## src/rtl/gray_conv_arbiter.sv

```systemverilog
// Round-robin shared gray-to-binary converter: grants one requester, converts its
// gray word serially MSB first, and returns the result with the requester ID.
module gray_conv_arbiter #(
  parameter int WIDTH = 4,
  parameter int NREQ  = 4,
  localparam int IDW  = $clog2(NREQ)
) (
  input  logic                  clk,
  input  logic                  rst,
  input  logic [NREQ-1:0]       req,
  input  logic [NREQ*WIDTH-1:0] gray_in,
  output logic [NREQ-1:0]       gnt,
  output logic [WIDTH-1:0]      bin_out,
  output logic [IDW-1:0]        out_id,
  output logic                  out_valid,
  input  logic                  out_ready,
  output logic                  busy
);

  localparam int IXW = $clog2(WIDTH);

  typedef enum logic [1:0] {
    IDLE = 2'd0,
    CONV = 2'd1,
    DONE = 2'd2
  } state_t;

  state_t           state_q, state_d;
  logic [IDW-1:0]   ptr_q, ptr_d;
  logic [IXW-1:0]   idx_q, idx_d;
  logic [WIDTH-1:0] acc_q, acc_d;
  logic             chain_q, chain_d;
  logic [WIDTH-1:0] gray_q, gray_d;
  logic [IDW-1:0]   id_q, id_d;
  logic [NREQ-1:0]  gnt_q, gnt_d;
  logic [WIDTH-1:0] bin_q, bin_d;
  logic [IDW-1:0]   out_id_q, out_id_d;
  logic             valid_q, valid_d;
  logic             busy_q, busy_d;

  logic             found_s;
  logic [IDW-1:0]   pick_s;
  logic [IDW:0]     cand_s;
  logic             conv_bit_s;

  // Round-robin search: first requester at or above the pointer, wrapping modulo NREQ
  always_comb begin
    found_s = 1'b0;
    pick_s  = '0;
    cand_s  = '0;
    for (int i = 0; i < NREQ; i++) begin
      cand_s = {1'b0, ptr_q} + (IDW+1)'(i);
      cand_s = (cand_s >= (IDW+1)'(NREQ)) ? cand_s - (IDW+1)'(NREQ) : cand_s;
      pick_s  = (!found_s && req[cand_s[IDW-1:0]]) ? cand_s[IDW-1:0] : pick_s;
      found_s = found_s | req[cand_s[IDW-1:0]];
    end
  end

  // Next-state and datapath update for the IDLE/CONV/DONE sequence
  always_comb begin
    state_d    = state_q;
    ptr_d      = ptr_q;
    idx_d      = idx_q;
    acc_d      = acc_q;
    chain_d    = chain_q;
    gray_d     = gray_q;
    id_d       = id_q;
    gnt_d      = '0;
    bin_d      = bin_q;
    out_id_d   = out_id_q;
    valid_d    = valid_q;
    conv_bit_s = 1'b0;
    case (state_q)
      IDLE: begin
        if (found_s) begin
          gray_d  = gray_in[pick_s*WIDTH +: WIDTH];
          id_d    = pick_s;
          gnt_d   = NREQ'(1) << pick_s;
          ptr_d   = (pick_s == IDW'(NREQ-1)) ? '0 : pick_s + IDW'(1);
          idx_d   = IXW'(WIDTH-1);
          acc_d   = '0;
          chain_d = 1'b0;
          state_d = CONV;
        end else begin
          state_d = IDLE;
        end
      end
      CONV: begin
        // chain_q holds the previously resolved (more significant) binary bit
        conv_bit_s   = gray_q[idx_q] ^ chain_q;
        acc_d[idx_q] = conv_bit_s;
        chain_d      = conv_bit_s;
        if (idx_q == IXW'(0)) begin
          bin_d    = acc_d;
          out_id_d = id_q;
          valid_d  = 1'b1;
          state_d  = DONE;
        end else begin
          idx_d = idx_q - IXW'(1);
        end
      end
      DONE: begin
        if (out_ready) begin
          valid_d = 1'b0;
          state_d = IDLE;
        end else begin
          state_d = DONE;
        end
      end
      default: begin
        state_d = IDLE;
        valid_d = 1'b0;
      end
    endcase
    busy_d = (state_d != IDLE);
  end

  // State and output registers
  always_ff @(posedge clk or posedge rst) begin
    if (rst) begin
      state_q  <= IDLE;
      ptr_q    <= '0;
      idx_q    <= '0;
      acc_q    <= '0;
      chain_q  <= 1'b0;
      gray_q   <= '0;
      id_q     <= '0;
      gnt_q    <= '0;
      bin_q    <= '0;
      out_id_q <= '0;
      valid_q  <= 1'b0;
      busy_q   <= 1'b0;
    end else begin
      state_q  <= state_d;
      ptr_q    <= ptr_d;
      idx_q    <= idx_d;
      acc_q    <= acc_d;
      chain_q  <= chain_d;
      gray_q   <= gray_d;
      id_q     <= id_d;
      gnt_q    <= gnt_d;
      bin_q    <= bin_d;
      out_id_q <= out_id_d;
      valid_q  <= valid_d;
      busy_q   <= busy_d;
    end
  end

  assign gnt       = gnt_q;
  assign bin_out   = bin_q;
  assign out_id    = out_id_q;
  assign out_valid = valid_q;
  assign busy      = busy_q;

endmodule

```

## config.mk

```make
export PLATFORM = sky130hd
export DESIGN_NAME = gray_conv_arbiter
export DESIGN_NICKNAME = d
export VERILOG_FILES = /design/src/rtl/gray_conv_arbiter.sv
export SDC_FILE = /design/constraint.sdc
export NUM_CORES = 1
export LEC_CHECK = 0
export ABC_AREA = 1
export CAP_MARGIN = 20
export CORE_MARGIN = 3
export CORE_UTILIZATION = 43
export DETAILED_ROUTE_END_ITERATION = 6
export GPL_TIMING_DRIVEN = 1
export MAX_ROUTING_LAYER = met4
export PLACE_DENSITY = 0.69
export SYNTH_ARGS = -nofsm -noshare
export SYNTH_HDL_FRONTEND = slang
export SYNTH_SLANG_ARGS = --single-unit
```

## constraint.sdc

```tcl
create_clock -name clk -period 3.7 [get_ports clk]
set_input_delay 0.37 -clock clk [delete_from_list [all_inputs] [get_ports clk]]
set_output_delay 0.37 -clock clk [all_outputs]
set_load 0.02 [all_outputs]
```

Floorplan with the power grid:
Scale bar: 20 um. Pins as bars on the die edge. Tap cells in grey.
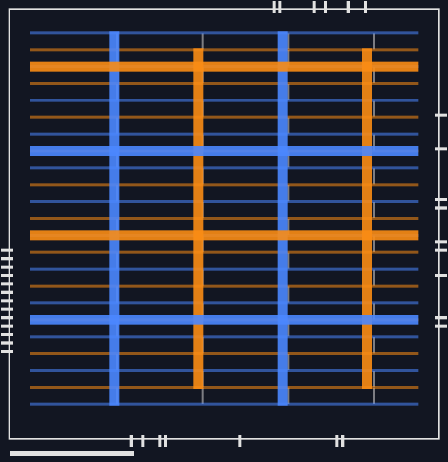
- blue: VSS
- orange: VDD
- met5 straps: 4
- tap cells: 48

Cell classes on the final placement:
Scale bar: 20 um.
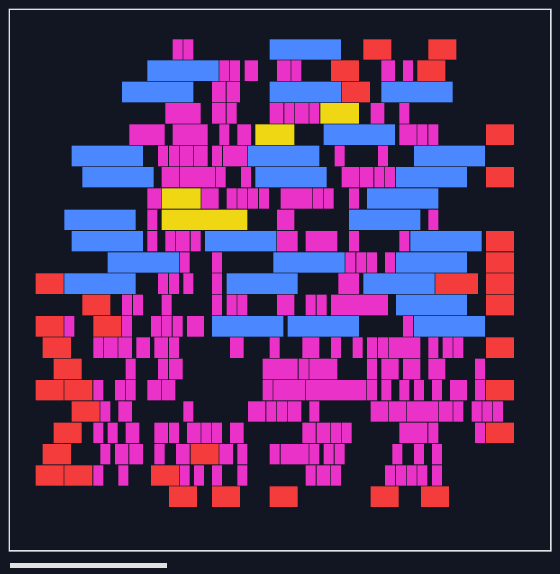
- magenta: combinational and other logic (cells 196; share of their area 46%)
- red: other buffers and delay cells (cells 35; share of their area 17%)
- yellow: clock drivers and dummy loads (cells 4; share of their area 3.4%)
- blue: flops (cells 28; share of their area 33%)

==> summary.txt <==
Tcrit/Tclk final: 60.9%
cell count listed in synth_stat.txt: 228
hold crit path type: primary input to async pin
Vias: 1413
die width: 69.0 um
final instance area: 0.00215 mm2
synthesized area: 0.00170 mm2
Post-Syn Area per Cell: 7.47 um2
CP Data Required Time: 3.86 ns
crit end category: flip-flop
YS chip area: 0.00170 mm2
max_cap viols: 0
n_diodes: 0
Nets: 292
Die Y: 69.0 um
Tool Warnings: 29
Pre-Place Util: 45.5%
first-pass GRT wire length: 5530 um
Layout Area Growth over Synthesis: 26.4%
status: finished, final reports clean
DRT iter0 DRCs: 64
PD cells: 966 mW/mm2
Routed WL: 3310 um
Post-CTS Setup Bufs: 0
Post-CTS Hold Buffers: 0
slowest cell on the critical path: dfrtp_1
port buffer count: 34
Final Max Slew Viols: 0
Post-route DRC: 0
vias in the first global route: 1276
Slew headroom: 61.4%
reg2reg setup slack: 1.45 ns
CTS tree: built
antenna viol nets, final: 0
CTS max path bufs: 2
Clock distribution:
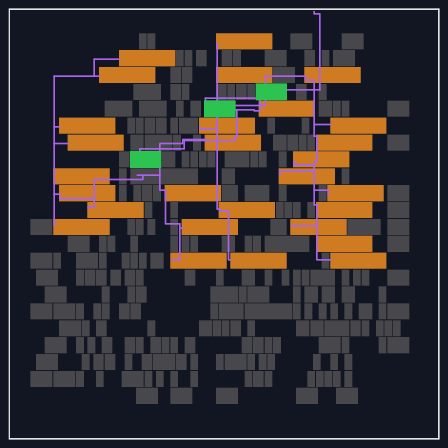
- purple: clock wires (length 283 um)
- green: clock drivers (count 3)
- orange: flip-flops (count 28)
- routed clock nets: 4
clock power share: 11.3%
Fin Clk Skew: 0.00566 ns
Power Clock: 0.236 mW
Latency at later pin: 0.27 ns

Metal layers overlaid:
Scale bar: 20 um. Only two layers are drawn.
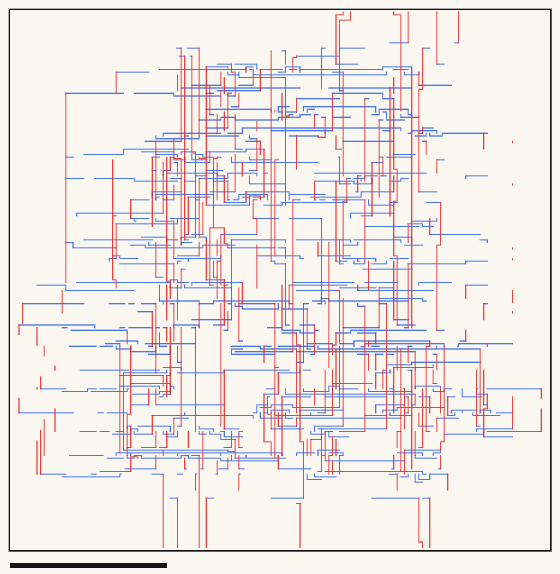
- blue: metal 1 (wire length 1720 um)
- red: metal 2 (wire length 1470 um)

[state kept, by name, indices dropped and copies added, names as in the netlist]
name       cells
gray_q         4
ptr_q          2
state_q        2
gnt            4
bin_out        4
out_id         2
id_q           2
idx_q          2
out_valid      1
acc_q          3
busy           1
chain_q        1
[cells in the mapped netlist, drive strengths merged]
cell    instances  area (um2)
ha              5        62.6
dfrtp          28         701
o21ai          15        75.1
clkbuf          1        3.75
inv            40         153
nor2           14        78.8
buf             3        33.8
nand3          24         135
nand4           1        21.3
o22ai           3        18.8
or2             1        6.26
nor3            1        5.00
o21a            2        15.0
a31oi           2        12.5
xnor2           1        8.76
nand2          87         374
[worst max path at each step]
stage / to / slack (ns) / startpoint / cells after the start
after CTS: ptr_q[1] / 1.42 / ptr_q[0] / 12
final: ptr_q[1] / 1.45 / ptr_q[0] / 12
after detailed placement: ptr_q[1] / 1.32 / req[3] / 13
after global placement: ptr_q[1] / 1.41 / req[0] / 13
after global routing: ptr_q[1] / 1.25 / ptr_q[0] / 12
after floorplan: ptr_q[1] / 1.88 / ptr_q[0] / 12
[kinds of logic after synthesis]
kind of cell	count (synthesis)	synth area share, %
flops	28	41.1
xor+xnor	1	0.514
fa+ha+maj	5	3.67
compound gates	22	7.12
buf+inv	44	11.2
simple gates	128	36.4
[metrics by stage]
step / worst slack (ns) / utilization [%] / cells
floorplan: 1.88 / - / 228
global placement: 1.41 / 55.2 / 306
detailed placement: 1.32 / 55.2 / 306
CTS: 1.42 / 57.1 / 310
global route: 1.25 / 57.5 / 311
finish: 1.45 / 57.5 / 311
[layout make-up]
class	instances	area, um2
multi-input cells	156	813
inverters	40	153
clock buffers	3	41.3
clock inverters	1	30.0
well taps	48	60.1
repair buffers	35	355
fillers	372	1590
flip-flops and latches	28	701
[metal layers]
layer	vias to the layer above	track usage [%]	wire, um	part of all wire, %
met4	0	2.19	0	0
met5	-	-	0	0
met1	608	22.1	1720	52
met3	0	2.92	121	3.7
met2	30	24.0	1470	44
li1	775	-	-	-
[where the power goes]
part / internal, mW / switching, mW
combinational: 0.471 / 0.822
clock: 0.145 / 0.0908
sequential: 0.454 / 0.0994
total: 1.07 / 1.01
Power figures rest on the tool's default switching activity, not on a simulated workload.
